<file path="src/rtl/alu_pkg.sv">
// Shared definitions for the pipelined ALU.
// Opcode encodings and small inter-stage bundles.
package alu_pkg;

  localparam int OP_W = 3;

  typedef logic [OP_W-1:0] op_t;

  localparam op_t ALU_ADD = 3'b000;
  localparam op_t ALU_SUB = 3'b001;
  localparam op_t ALU_AND = 3'b010;
  localparam op_t ALU_OR  = 3'b011;
  localparam op_t ALU_XOR = 3'b100;
  localparam op_t ALU_SLT = 3'b101;
  localparam op_t ALU_SLL = 3'b110;
  localparam op_t ALU_SRA = 3'b111;

  typedef struct packed {
    logic carry;
    logic ovf;
    logic zero;
    logic neg;
  } flags_t;

endpackage

</file>
<file path="src/rtl/alu_core.sv">
// Combinational ALU datapath between the two pipeline stages.
// Produces the result plus carry/borrow and signed overflow.
module alu_core
  import alu_pkg::*;
#(
  parameter int NB_size  = 16,
  parameter int NB_shamt = $clog2(NB_size)
) (
  input  op_t                i_op,
  input  logic [NB_size-1:0] i_a,
  input  logic [NB_size-1:0] i_b,
  output logic [NB_size-1:0] o_res,
  output logic               o_carry,
  output logic               o_ovf
);

  localparam int MSB = NB_size - 1;

  logic [NB_size:0]    sum;
  logic [NB_size:0]    diff;
  logic [NB_shamt-1:0] shamt;
  logic                lt;

  // Shared adder/subtractor terms, extended by one bit for carry/borrow
  always_comb begin
    sum   = {1'b0, i_a} + {1'b0, i_b};
    diff  = {1'b0, i_a} - {1'b0, i_b};
    shamt = i_b[NB_shamt-1:0];
    lt    = $signed(i_a) < $signed(i_b);
  end

  // Opcode select; only ADD/SUB report carry and overflow
  always_comb begin
    o_res   = '0;
    o_carry = 1'b0;
    o_ovf   = 1'b0;
    unique case (i_op)
      ALU_ADD: begin
        o_res   = sum[MSB:0];
        o_carry = sum[NB_size];
        o_ovf   = (i_a[MSB] == i_b[MSB])
                && (sum[MSB] != i_a[MSB]);
      end
      ALU_SUB: begin
        o_res   = diff[MSB:0];
        o_carry = diff[NB_size];
        o_ovf   = (i_a[MSB] != i_b[MSB])
                && (diff[MSB] != i_a[MSB]);
      end
      ALU_AND: o_res = i_a & i_b;
      ALU_OR:  o_res = i_a | i_b;
      ALU_XOR: o_res = i_a ^ i_b;
      ALU_SLT: o_res = {{(NB_size-1){1'b0}}, lt};
      ALU_SLL: o_res = i_a << shamt;
      ALU_SRA: o_res = NB_size'($signed(i_a) >>> shamt);
      default: o_res = '0;
    endcase
  end

endmodule

</file>
<file path="src/rtl/alu_pipe.sv">
// Two-stage pipelined ALU with valid/ready on both sides.
// Stage 1 holds operands; stage 2 holds result, flags and acc.
module alu_pipe
  import alu_pkg::*;
#(
  parameter int NB_size  = 16,
  parameter int NB_shamt = $clog2(NB_size)
) (
  input  logic               i_clk,
  input  logic               i_rst,
  input  logic               i_valid,
  output logic               o_ready,
  input  logic [OP_W-1:0]    i_sel,
  input  logic               i_acc_mode,
  input  logic [NB_size-1:0] i_dataA,
  input  logic [NB_size-1:0] i_dataB,
  output logic               o_valid,
  input  logic               i_ready,
  output logic [NB_size-1:0] o_dataC,
  output logic               o_carry,
  output logic               o_ovf,
  output logic               o_zero,
  output logic               o_neg
);

  logic en;
  logic in_fire;

  logic               s1_valid_q, s1_valid_d;
  op_t                s1_sel_q,   s1_sel_d;
  logic               s1_acc_q,   s1_acc_d;
  logic [NB_size-1:0] s1_a_q,     s1_a_d;
  logic [NB_size-1:0] s1_b_q,     s1_b_d;

  logic               o_valid_q,  o_valid_d;
  logic [NB_size-1:0] data_q,     data_d;
  flags_t             flg_q,      flg_d;
  logic [NB_size-1:0] acc_q,      acc_d;

  logic [NB_size-1:0] core_a;
  logic [NB_size-1:0] core_res;
  logic               core_carry;
  logic               core_ovf;

  // Stage 2 advances when empty or drained; stage 1 may
  // still fill behind a stalled stage 2
  always_comb begin
    en      = !o_valid_q || i_ready;
    o_ready = en || !s1_valid_q;
    in_fire = i_valid && o_ready;
    core_a  = s1_acc_q ? acc_q : s1_a_q;
  end

  alu_core #(
    .NB_size  (NB_size),
    .NB_shamt (NB_shamt)
  ) u_core (
    .i_op    (s1_sel_q),
    .i_a     (core_a),
    .i_b     (s1_b_q),
    .o_res   (core_res),
    .o_carry (core_carry),
    .o_ovf   (core_ovf)
  );

  // Stage 1 next state: load on accept, empty when it advances
  always_comb begin
    s1_valid_d = s1_valid_q;
    s1_sel_d   = s1_sel_q;
    s1_acc_d   = s1_acc_q;
    s1_a_d     = s1_a_q;
    s1_b_d     = s1_b_q;
    if (in_fire) begin
      s1_valid_d = 1'b1;
      s1_sel_d   = i_sel;
      s1_acc_d   = i_acc_mode;
      s1_a_d     = i_dataA;
      s1_b_d     = i_dataB;
    end else if (en) begin
      s1_valid_d = 1'b0;
    end
  end

  // Stage 2 next state: capture result/flags and acc on advance
  always_comb begin
    o_valid_d = o_valid_q;
    data_d    = data_q;
    flg_d     = flg_q;
    acc_d     = acc_q;
    if (en) begin
      o_valid_d = s1_valid_q;
      if (s1_valid_q) begin
        data_d    = core_res;
        flg_d     = '{carry: core_carry,
                      ovf:   core_ovf,
                      zero:  (core_res == '0),
                      neg:   core_res[NB_size-1]};
        if (s1_acc_q) begin
          acc_d = core_res;
        end
      end
    end
  end

  // Stage 1 operand register
  always_ff @(posedge i_clk or posedge i_rst) begin
    if (i_rst) begin
      s1_valid_q <= 1'b0;
      s1_sel_q   <= ALU_ADD;
      s1_acc_q   <= 1'b0;
      s1_a_q     <= '0;
      s1_b_q     <= '0;
    end else begin
      s1_valid_q <= s1_valid_d;
      s1_sel_q   <= s1_sel_d;
      s1_acc_q   <= s1_acc_d;
      s1_a_q     <= s1_a_d;
      s1_b_q     <= s1_b_d;
    end
  end

  // Stage 2 result register and accumulator
  always_ff @(posedge i_clk or posedge i_rst) begin
    if (i_rst) begin
      o_valid_q <= 1'b0;
      data_q    <= '0;
      flg_q     <= '0;
      acc_q     <= '0;
    end else begin
      o_valid_q <= o_valid_d;
      data_q    <= data_d;
      flg_q     <= flg_d;
      acc_q     <= acc_d;
    end
  end

  assign o_valid = o_valid_q;
  assign o_dataC = data_q;
  assign o_carry = flg_q.carry;
  assign o_ovf   = flg_q.ovf;
  assign o_zero  = flg_q.zero;
  assign o_neg   = flg_q.neg;

endmodule
</file>
<file path="config.mk">
export PLATFORM = sky130hd
export DESIGN_NAME = alu_pipe
export DESIGN_NICKNAME = d
export VERILOG_FILES = /design/src/rtl/alu_pkg.sv /design/src/rtl/alu_core.sv /design/src/rtl/alu_pipe.sv
export SDC_FILE = /design/constraint.sdc
export NUM_CORES = 1
export LEC_CHECK = 0
export ABC_AREA = 1
export CORE_ASPECT_RATIO = 2
export CORE_MARGIN = 2
export CORE_UTILIZATION = 50
export CTS_CLUSTER_SIZE = 14
export DETAILED_ROUTE_END_ITERATION = 6
export PLACE_DENSITY = 0.79
export SLEW_MARGIN = 20
export SYNTH_ARGS = -nofsm -noshare
export SYNTH_HDL_FRONTEND = slang
export SYNTH_SLANG_ARGS = --single-unit
</file>
<file path="constraint.sdc">
create_clock -name i_clk -period 4.5 [get_ports i_clk]
set_input_delay 0.9 -clock i_clk [delete_from_list [all_inputs] [get_ports i_clk]]
set_output_delay 0.9 -clock i_clk [all_outputs]
set_load 0.005 [all_outputs]
</file>
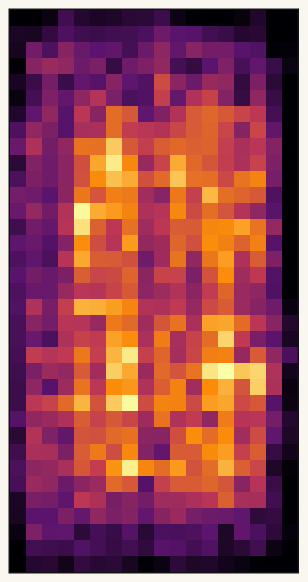
**Above:** wire density map.
The die is cut into 18 by 35 equal tiles; black is low, pale yellow is high, scaled to the fullest tile. Values are wire area over tile area, all layers added.
The fullest tile reaches 0.78. 6.2% of the tiles are nearly empty. The mean over all tiles is 0.32. 35% of the tiles are over half the peak. The densest ninth of the die: middle.
DR vias: 7,911
WL/cell: 20.71 µm
total global routing track utilization: 38.16%

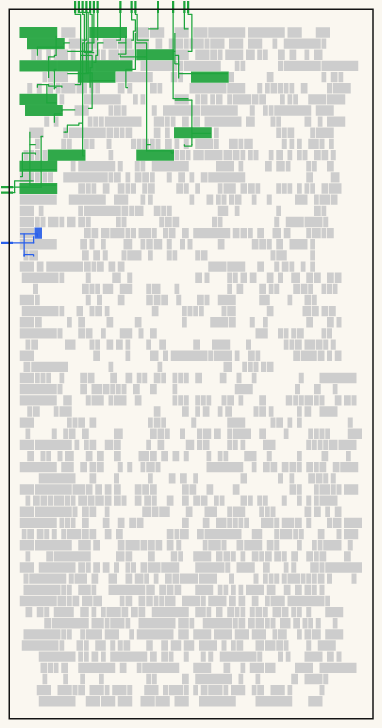
**Above:** wires at chosen ports, followed through buffers.
Green marks o_dataC, bits 16, direction output, edge 14 top, 2 left, end cells 16, buffers 16, wire 484 µm. Blue marks o_ready, bits 1, direction output, edge left, end cells 1, buffers 1, wire 20.1 µm.
Boundary Pins: 62
port buffer count: 61

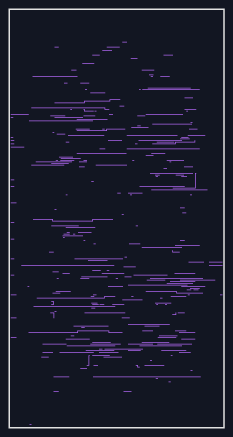
**Above:** metal 3.
The layer holds 5.8% of the routed length. The longest straight run is 44.4 µm.
wire length after detailed routing: 28,080 µm
GRT met3 Usage: 4.344%

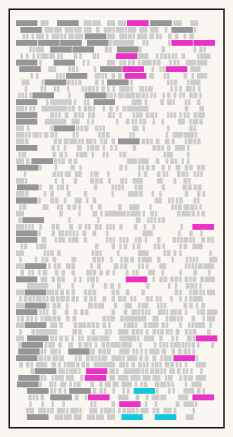
**Above:** sequential cells grouped by signal name.
Cyan marks s1_sel_q, placed flops 3. Magenta marks s1_b_q, placed flops 16.
power of the sequential group: 977 µW
FF/Latch Area: 0.001827 mm²

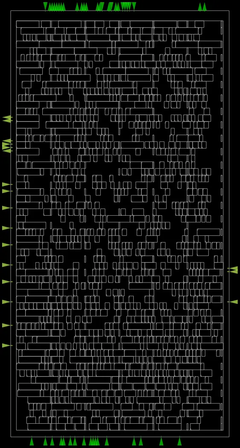
**Above:** cell placement.
# fillers: 1,440
utilization after layout: 58.40%
number of standard cells in the final layout excluding fillers: 1,356
Placement Rows: 61

how the worst max path moves through the flow:
stage          cells past startpoint  endpoint      from  slack, ns
2_1_floorplan                      1  acc_q[0]     i_rst       1.75
3_5_place_dp                      18    o_zero  s1_acc_q       0.77
3_3_place_gp                      18    o_zero  s1_acc_q       0.75
5_1_grt                           20    o_zero  s1_acc_q       0.29
6_report                          18    o_zero  s1_acc_q       0.70
4_1_cts                           18    o_zero  s1_acc_q       0.75
logic make-up (layout without fill, tap and decap cells):
logic type | after synthesis | after routing | share of synthesized area [%]
xor+xnor | 7 | 7 | 0.8610
simple gates | 639 | 639 | 39.64
buf+inv | 178 | 222 | 10.86
fa+ha+maj | 52 | 52 | 9.348
flops | 73 | 73 | 25.65
compound gates | 174 | 174 | 13.64
registers in the layout, summed over array words and instances (netlist names), 3 cells and up:
name,cells
s1_sel_q,3
acc_q,16
s1_a_q,16
s1_b_q,16
o_dataC,16
routing by layer:
| layer | global-route usage (%) | up-vias |
|---|---|---|
| li1 | - | 3732 |
| met1 | 42.02 | 3692 |
| met2 | 63.60 | 367 |
| met3 | 4.344 | 120 |
| met4 | 30.49 | 0 |
| met5 | 0 | - |
power breakdown:
group / leakage, nW / switching (mW) / internal (mW) / total [mW]
Combinational: 3.08 / 1.96 / 0.937 / 2.90
Sequential: 0.867 / 0.136 / 0.841 / 0.977
Clock: 0.141 / 0.313 / 0.446 / 0.759
metrics by stage:
stage	power [mW]	setup slack [ns]	instance area, µm²	std cells
finish	4.635	0.6967	8113	1356
global placement	3.796	0.7468	7807	1340
detailed placement	3.791	0.7714	7807	1340
global route	4.959	0.2935	8113	1356
floorplan	2.854	1.747	7121	1123
CTS	4.570	0.7515	8113	1356
==> impl_results.rst <==
Metrics
=======

.. list-table::
   :header-rows: 1

   * - Metric
     - Value
   * - Leading cell category by total area
     - combinational gates
   * - Max rail drop VDD
     - 0.3604 mV
   * - Endpoint of the lowest-slack register-to-register path
     - o_zero
   * - Count of clock-net buffers in the final layout
     - 10
   * - Gate Area
     - 0.004523 mm²
   * - Number of combinational gates with multiple inputs
     - 872
   * - Gpl congestion
     - 1.052
   * - Outcome
     - complete, no violations
   * - Total gr overflow
     - 0
   * - Relative slew slack
     - 38.40%
   * - Start of the worst register-to-register path
     - s1_acc_q
   * - Endpoint required time on the critical path
     - 4.79 ns
   * - Drt via density
     - 5.834
   * - Slowest stage cell, crit path
     - sky130_fd_sc_hd__dfrtp_1
   * - Routed metal-1 wire length
     - 9764 µm
   * - Post-CTS resize count
     - 0
   * - Cell area power density
     - 571.3 mW/mm²
   * - Critical path's most frequent cell
     - sky130_fd_sc_hd__nand2_1
   * - Proportion of synthesized chip area in sequential cells
     - 25.65%
   * - Maximum number of pins on one net before global-route repair
     - 47
   * - Synth cell types
     - 46
   * - Die x size
     - 88.39 µm
   * - Number of DRC markers after the initial detailed-route iteration
     - 613
   * - Final worst clock skew
     - 0.01251 ns
   * - End point of the worst hold path
     - o_dataC[2]
   * - Via count of the first global-routing pass
     - 7,879
   * - Final worst path period share
     - 84.52%
   * - Flops after synth
     - 73
   * - Total inserted antenna cells
     - 0
   * - Leading cell types by total area after synthesis
     - sky130_fd_sc_hd__dfrtp_1 (26%), sky130_fd_sc_hd__nand2_1 (15%), sky130_fd_sc_hd__nand3_1 (12%), sky130_fd_sc_hd__ha_1 (8.8%), sky130_fd_sc_hd__a21oi_1 (6.2%)
   * - Longest individual stage delay on the worst path
     - 0.58 ns
   * - Warning count from the yosys run
     - 0
   * - Number of routed nets with antenna violations
     - 0
   * - Number of hold-slack violations in the final timing report
     - 0
   * - Number of ordinary inverters in the final layout
     - 128
   * - Transition time at the pin with the least slew margin
     - 0.9207 ns
   * - Worst-case hold slack
     - 0.4800 ns
Power figures rest on the tool's default switching activity, not on a simulated workload.
